## config.mk

```make
export PLATFORM = sky130hd
export DESIGN_NAME = dcf_encoder
export DESIGN_NICKNAME = d
export VERILOG_FILES = /design/src/rtl/dcf_encoder.sv
export SDC_FILE = /design/constraint.sdc
export NUM_CORES = 1
export LEC_CHECK = 0
export ABC_AREA = 1
export CORE_MARGIN = 10
export CORE_UTILIZATION = 35
export CTS_CLUSTER_SIZE = 14
export DETAILED_ROUTE_END_ITERATION = 16
export PLACE_DENSITY = 0.6
export SYNTH_ARGS = -nofsm -noshare
export SYNTH_HDL_FRONTEND = slang
export SYNTH_SLANG_ARGS = --single-unit
```

## constraint.sdc

```tcl
create_clock -name CLOCK_50 -period 3 [get_ports CLOCK_50]
set_clock_uncertainty 0.05 [all_clocks]
set_input_delay 0.6 -clock CLOCK_50 [delete_from_list [all_inputs] [get_ports CLOCK_50]]
set_output_delay 0.6 -clock CLOCK_50 [all_outputs]
set_load 0.01 [all_outputs]
```

## src/rtl/dcf_encoder.sv

```systemverilog
// DCF77-style pulse-width time-code generator with a free-running local clock.
// Optional date fields (day, weekday, month, year) are built in when DCF_DATE_EN is defined.
module dcf_encoder #(
    parameter int CLK_HZ = 50_000_000
) (
    input  logic       CLOCK_50,
    input  logic       reset,
    input  logic       set_time,
    input  logic [7:0] set_hour,
    input  logic [7:0] set_min,
`ifdef DCF_DATE_EN
    input  logic [5:0] set_day,
    input  logic [2:0] set_wday,
    input  logic [4:0] set_month,
    input  logic [6:0] set_year,
`endif
    output logic       dcf_out,
    output logic [5:0] second,
    output logic       frame_start
);

    localparam int DIV = CLK_HZ / 100;
    localparam int PW  = (DIV > 1) ? $clog2(DIV) : 1;

    typedef struct packed {
`ifdef DCF_DATE_EN
        logic [6:0] year;
        logic [4:0] month;
        logic [5:0] day;
        logic [2:0] wday;
`endif
        logic [4:0] hour;
        logic [5:0] min;
    } tod_t;

    // Advance one minute; the date rolls with a fixed 31-day month.
    function automatic tod_t tod_inc(input tod_t t);
        tod_t r;
        r = t;
        if (t.min == 6'd59) begin
            r.min = 6'd0;
            if (t.hour == 5'd23) begin
                r.hour = 5'd0;
`ifdef DCF_DATE_EN
                r.wday = (t.wday >= 3'd7) ? 3'd1 : t.wday + 3'd1;
                if (t.day >= 6'd31) begin
                    r.day = 6'd1;
                    if (t.month >= 5'd12) begin
                        r.month = 5'd1;
                        r.year  = (t.year >= 7'd99) ? 7'd0 : t.year + 7'd1;
                    end else begin
                        r.month = t.month + 5'd1;
                    end
                end else begin
                    r.day = t.day + 6'd1;
                end
`endif
            end else begin
                r.hour = t.hour + 5'd1;
            end
        end else begin
            r.min = t.min + 6'd1;
        end
        return r;
    endfunction

    function automatic logic [7:0] to_bcd(input logic [6:0] v);
        return {4'(v / 7'd10), 4'(v % 7'd10)};
    endfunction

    logic [PW-1:0] presc_q, presc_d;
    logic [6:0]    cent_q, cent_d;
    logic [5:0]    sec_q, sec_d;
    logic          run_q, run_d;
    logic          dcf_q, dcf_d;
    logic          fs_q, fs_d;
    tod_t          cur_q, cur_d;
    tod_t          snap_q, snap_d;

    logic          strobe;
    logic          frame_begin;
    logic          load_ok;
    tod_t          load_val;
    logic [63:0]   frame_bits;
    logic [7:0]    min_bcd;
    logic [7:0]    hour_bcd;
`ifdef DCF_DATE_EN
    logic [7:0]    day_bcd;
    logic [7:0]    month_bcd;
    logic [7:0]    year_bcd;
`endif

    assign strobe = (presc_q == PW'(DIV - 1));

    always_comb begin
        load_ok = set_time && (set_hour <= 8'd23) && (set_min <= 8'd59)
`ifdef DCF_DATE_EN
            && (set_day >= 6'd1) && (set_day <= 6'd31) && (set_wday >= 3'd1)
            && (set_month >= 5'd1) && (set_month <= 5'd12) && (set_year <= 7'd99)
`endif
            ;
        load_val      = '0;
        load_val.hour = set_hour[4:0];
        load_val.min  = set_min[5:0];
`ifdef DCF_DATE_EN
        load_val.day   = set_day;
        load_val.wday  = set_wday;
        load_val.month = set_month;
        load_val.year  = set_year;
`endif
    end

    // Frame bit vector, indexed by second, built from the frame snapshot.
    always_comb begin
        min_bcd            = to_bcd(7'(snap_q.min));
        hour_bcd           = to_bcd(7'(snap_q.hour));
        frame_bits         = '0;
        frame_bits[20]     = 1'b1;
        frame_bits[27:21]  = min_bcd[6:0];
        frame_bits[28]     = ^min_bcd;
        frame_bits[34:29]  = hour_bcd[5:0];
        frame_bits[35]     = ^hour_bcd;
`ifdef DCF_DATE_EN
        day_bcd            = to_bcd(7'(snap_q.day));
        month_bcd          = to_bcd(7'(snap_q.month));
        year_bcd           = to_bcd(snap_q.year);
        frame_bits[41:36]  = day_bcd[5:0];
        frame_bits[44:42]  = snap_q.wday;
        frame_bits[49:45]  = month_bcd[4:0];
        frame_bits[57:50]  = year_bcd;
        frame_bits[58]     = ^{day_bcd, snap_q.wday, month_bcd, year_bcd};
`endif
    end

    always_comb begin
        presc_d     = strobe ? '0 : presc_q + 1'b1;
        cent_d      = cent_q;
        sec_d       = sec_q;
        run_d       = run_q;
        snap_d      = snap_q;
        cur_d       = cur_q;
        fs_d        = 1'b0;
        frame_begin = 1'b0;

        // The first strobe after reset opens second 0 without advancing.
        if (strobe) begin
            if (!run_q) begin
                run_d       = 1'b1;
                frame_begin = 1'b1;
            end else if (cent_q == 7'd99) begin
                cent_d = 7'd0;
                if (sec_q == 6'd59) begin
                    sec_d       = 6'd0;
                    frame_begin = 1'b1;
                end else begin
                    sec_d = sec_q + 6'd1;
                end
            end else begin
                cent_d = cent_q + 7'd1;
            end
        end

        if (frame_begin) begin
            snap_d = load_ok ? load_val : cur_q;
            cur_d  = tod_inc(snap_d);
            fs_d   = 1'b1;
        end else if (load_ok) begin
            cur_d = load_val;
        end

        dcf_d = run_q && (sec_q != 6'd59)
             && (cent_q < (frame_bits[sec_q] ? 7'd20 : 7'd10));
    end

    always_ff @(posedge CLOCK_50) begin
        if (reset) begin
            presc_q <= '0;
            cent_q  <= '0;
            sec_q   <= '0;
            run_q   <= 1'b0;
            dcf_q   <= 1'b0;
            fs_q    <= 1'b0;
            cur_q   <= '0;
            snap_q  <= '0;
        end else begin
            presc_q <= presc_d;
            cent_q  <= cent_d;
            sec_q   <= sec_d;
            run_q   <= run_d;
            dcf_q   <= dcf_d;
            fs_q    <= fs_d;
            cur_q   <= cur_d;
            snap_q  <= snap_d;
        end
    end

    assign dcf_out     = dcf_q;
    assign second      = sec_q;
    assign frame_start = fs_q;

endmodule

```

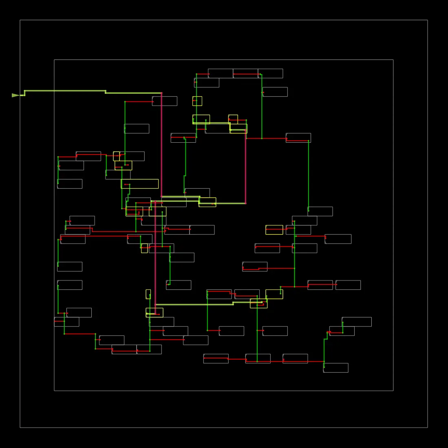
Fig. 1. The clock network.
CTS Buf Count: 9
worst skew pair latency: 0.34 ns
TritonCTS Sinks: 57
registers: 57

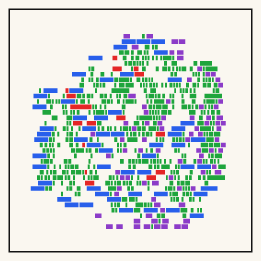
Fig. 2. Cell classes on the final placement.
Scale: 2 px per µm.
class	colour	cells	share of their area
flip-flops	blue	57	25%
other buffers and delay cells	purple	84	15%
clock drivers and dummy loads	red	16	4.3%
all other logic	green	476	55%
row cnt: 36
Seq area share: 24.2%

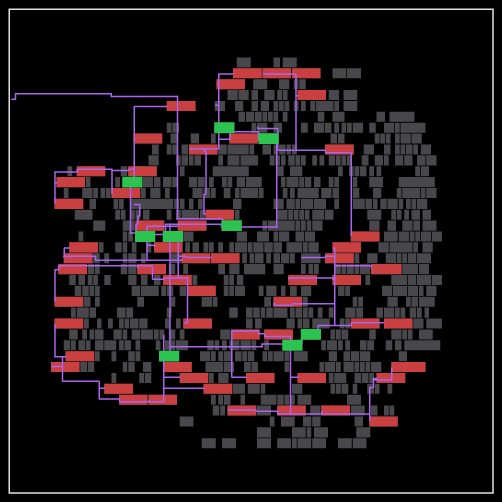
Fig. 3. Clock distribution.
Scale: 4 px per µm.
[cells driving clock nets] green | count: 9
[clock wires] purple | length: 884 µm
[flip-flops] red | count: 57
routed clock nets	10
clock group share of total power: 46.8%
Clk. pwr: 0.000725 W

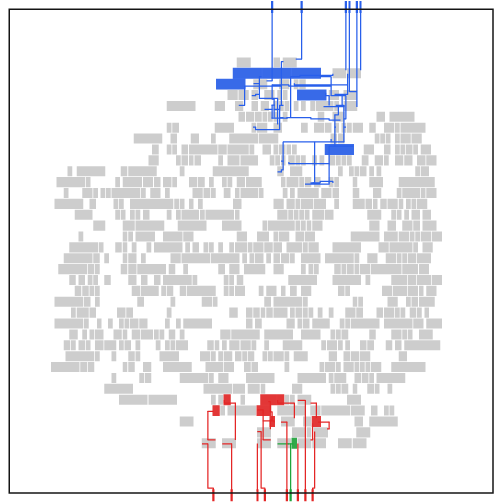
Fig. 4. Wires at chosen ports, followed through buffers.
Scale: 4 px per µm.
port	colour	bits	direction	edge	end cells	buffers	wire
set_time	green	1	input	bottom	1	1	15.6 µm
set_hour	red	8	input	bottom	7	8	195 µm
second	blue	6	output	top	6	7	389 µm
I/O Pins: 27
# port buffers: 26

==> run_results.csv <==
group,metric,value,unit
final_timing,rsz0062_at_grt,"true",
power,power.density,327,nW/µm²
floorplanning,fp-utilization,36.0,%
final_layout,drive_above_1_share,22.4,%
final_layout,diodes,0,
floorplanning,die_area,14500,µm²
status,violations,"setup timing",
floorplanning,die_y,121,µm
worst_setup_path,crit_path_frequent_cell,"nand2_1",
final_timing,setup_slack,-0.222,ns
final_layout,final_cells,766,
placement,dp_slack,-0.336,ns
worst_setup_path,cp.arrival,3.44,ns
floorplanning,core,9820,µm²
detailed_routing,first_iter_violations,119,
final_timing,setup_viol,1,
detailed_routing,drt_pre_antenna_iters,4,
synthesis,synth_flops,57,
worst_setup_path,crit_fanout,4,
final_timing,tightest_slew,0.546,ns
min_path,hold_path.class,"reg -> reg",
clocking,root_buffer,"clkbuf_8",
grt,overflow,0,
worst_setup_path,crit_type,"reg -> reg",
final_layout,finish.utilization,48.3,%
final_layout,area_growth,34.0,%
worst_setup_path,critPathCaptureType,"flip-flop",
status,status,"complete, but fails checks",
detailed_routing,wl_per_cell,11.5,µm
placement,placed_area,4380,µm²
power,ir_drop,0.000257,V
final_layout,logic_area,2140,µm²
detailed_routing,antenna_left,0,
detailed_routing,via_count,3551,
final_timing,min_period,3.22,ns
power,cellLeakagePower,2.15,nW
synthesis,yosys_area,3540,µm²
placement,dp_cells,739,
clocking,clk_pin_slew_worst_paths,0.07,ns
worst_setup_path,cp-start-kind,"flip-flop",
synthesis,synth_area,3540,µm²
grt,antenna_found_initial,0,
grt,grtUsageTotal,12.5,%
job,cap_violations,0,
final_timing,finalHoldViolations,0,
synthesis,synth_cell_types,35,
final_timing,setup_tns,-0.222,ns
synthesis,syn_inst,539,
final_timing,fin_hold_ws,0.402,ns
clocking,cts_hold_buf,0,
final_layout,postLayoutCellArea,4740,µm²
final_timing,fmax,310,MHz
synthesis,synth_nets,570,
power,finalPower,0.00155,W
final_timing,slew_violations,0,
clocking,cts_tree,"done",
clocking,cts_max_path_buffers,2,
final_timing,period_used_share,107,%
worst_setup_path,critPathMaxStageDelay,0.39,ns
synthesis,ys_cells,539,
synthesis,synth.yosys.seq_area_share,32.2,%
detailed_routing,route.detailed.drc,0,
synthesis,yosys_warnings,0,
synthesis,syn_area_per_cell,6.56,µm²
grt,grt_pass1_vias,3620,
final_timing,slew-limit-headroom,63.2,%
job,warnings,29,
placement,globalplace.congestion,0.848,
grt,grt_max_degree,16,
grt,grt_first_pass_wirelength,15500,µm
final_layout,fillers,1018,
placement,dp_hpwl,6820,µm
worst_setup_path,worstPathRequired,3.22,ns
final_layout,nets,659,
final_layout,register_area,1150,µm²
clocking,htree_levels,3,
worst_setup_path,cp_slowest_cell,"o21ai_0",
floorplanning,die_w,121,µm
detailed_routing,avgViaCountPerCell,4.64,
detailed_routing,routed_wirelength,8780,µm
critical path: cells and delay by family (launching register included):
kind	cells	cell delay (ns)
flops	1	0.33
compound gates	4	0.83
simple gates	18	1.27
fa+ha+maj	2	0.31
buf+inv	6	0.36
kinds of logic after synthesis:
kind of cell / synth area share, %
fa+ha+maj: 4.24
xor+xnor: 3.47
simple gates: 33.6
buf+inv: 11.7
mux: 0.884
flops: 32.2
compound gates: 13.9
layout make-up:
type,count,share of cell area [%]
flip-flops and latches,57,24.2
clock inverters,5,1.16
multi-input cells,373,45.2
inverters,103,8.21
repair buffers,84,14.8
well taps,133,3.51
clock buffers,11,2.98
Yosys cell counts:
cell      count  area share, %
nand2_1     113             12
inv_1        99             11
dfxtp_1      57             32
nor2_1       51            5.4
a21oi_1      36            5.1
o21ai_0      31            4.4
nand3_1      29            4.1
nand4_1      14            2.5
nor3_1       13            1.8
ha_1         12            4.2
nand2_2      11            1.9
xor2_1       11            2.7
nor4_1        9            1.6
a211oi_1      6            1.3
or2_2         6            1.1
clkbuf_1      5           0.53
nor3b_1       5            1.1
inv_2         4           0.42
nand3_2       4            1.1
o21a_1        3           0.64
xnor2_1       3           0.74
a21oi_2       2           0.50
mux2i_1       2           0.57
o21ai_2       2           0.50
a221o_1       1           0.28
and3_1        1           0.18
buf_4         1           0.21
mux2_2        1           0.32
nand2_4       1           0.32
nand4_2       1           0.35
nor2_2        1           0.18
o211ai_1      1           0.21
o21bai_1      1           0.21
o21bai_4      1           0.53
o311ai_0      1           0.25
placed cells by master (no fill, tap or decap), types with 3 or more instances in the layout:
master,count
ha_1,6
nor4_1,8
nand2_2,19
nor3b_1,5
nand4_1,14
nor3_1,13
dfxtp_1,55
o21ai_0,31
xnor2_1,3
ha_2,3
a211oi_1,5
ha_4,3
inv_1,93
clkbuf_8,10
nand3_1,25
xor2_1,11
nor2_1,48
or2_2,5
inv_2,9
nor2_2,4
o21a_1,3
clkdlybuf4s50_1,26
a21oi_1,36
nand3_2,6
nand2_4,5
nand2_1,101
buf_4,57
report_power, final:
group,internal [W],total (W),switching [W]
Sequential,0.000760,0.000762,0.00000223
Clock,0.000403,0.000725,0.000322
Combinational,0.0000334,0.0000621,0.0000287
metal layers:
metal	vias up	share of wire (%)	track usage, %	wire length (µm)
met4	0	0.97	3.77	85
met5	-	0	0	0
met2	23	52	23.3	4560
met3	7	2.2	2.75	191
li1	1914	-	-	-
met1	1607	45	13.9	3940
final timing paths:
| check | cells after the start | slack, ns | to | start |
|---|---|---|---|---|
| setup / recovery | 30 | -0.22 | dcf_out | snap_q[4] |
| hold / removal | 1 | 0.40 | presc_q[0] | presc_q[0] |
| setup reg to reg | 30 | -0.22 | dcf_out | snap_q[4] |
| hold reg to reg | 1 | 0.40 | presc_q[0] | presc_q[0] |
repair_timing:
item	4_1_cts	5_1_grt
pin swaps	24	7
gates resized	16	8
setup buffers	9	2
endpoints found under the setup margin	1	5
registers in the layout, indices dropped and copies added (netlist names):
name	count
snap_q	11
cur_q	11
frame_start	1
second	6
presc_q	19
run_q	1
dcf_out	1
cent_q	7
Power and IR drop assume default switching activity.
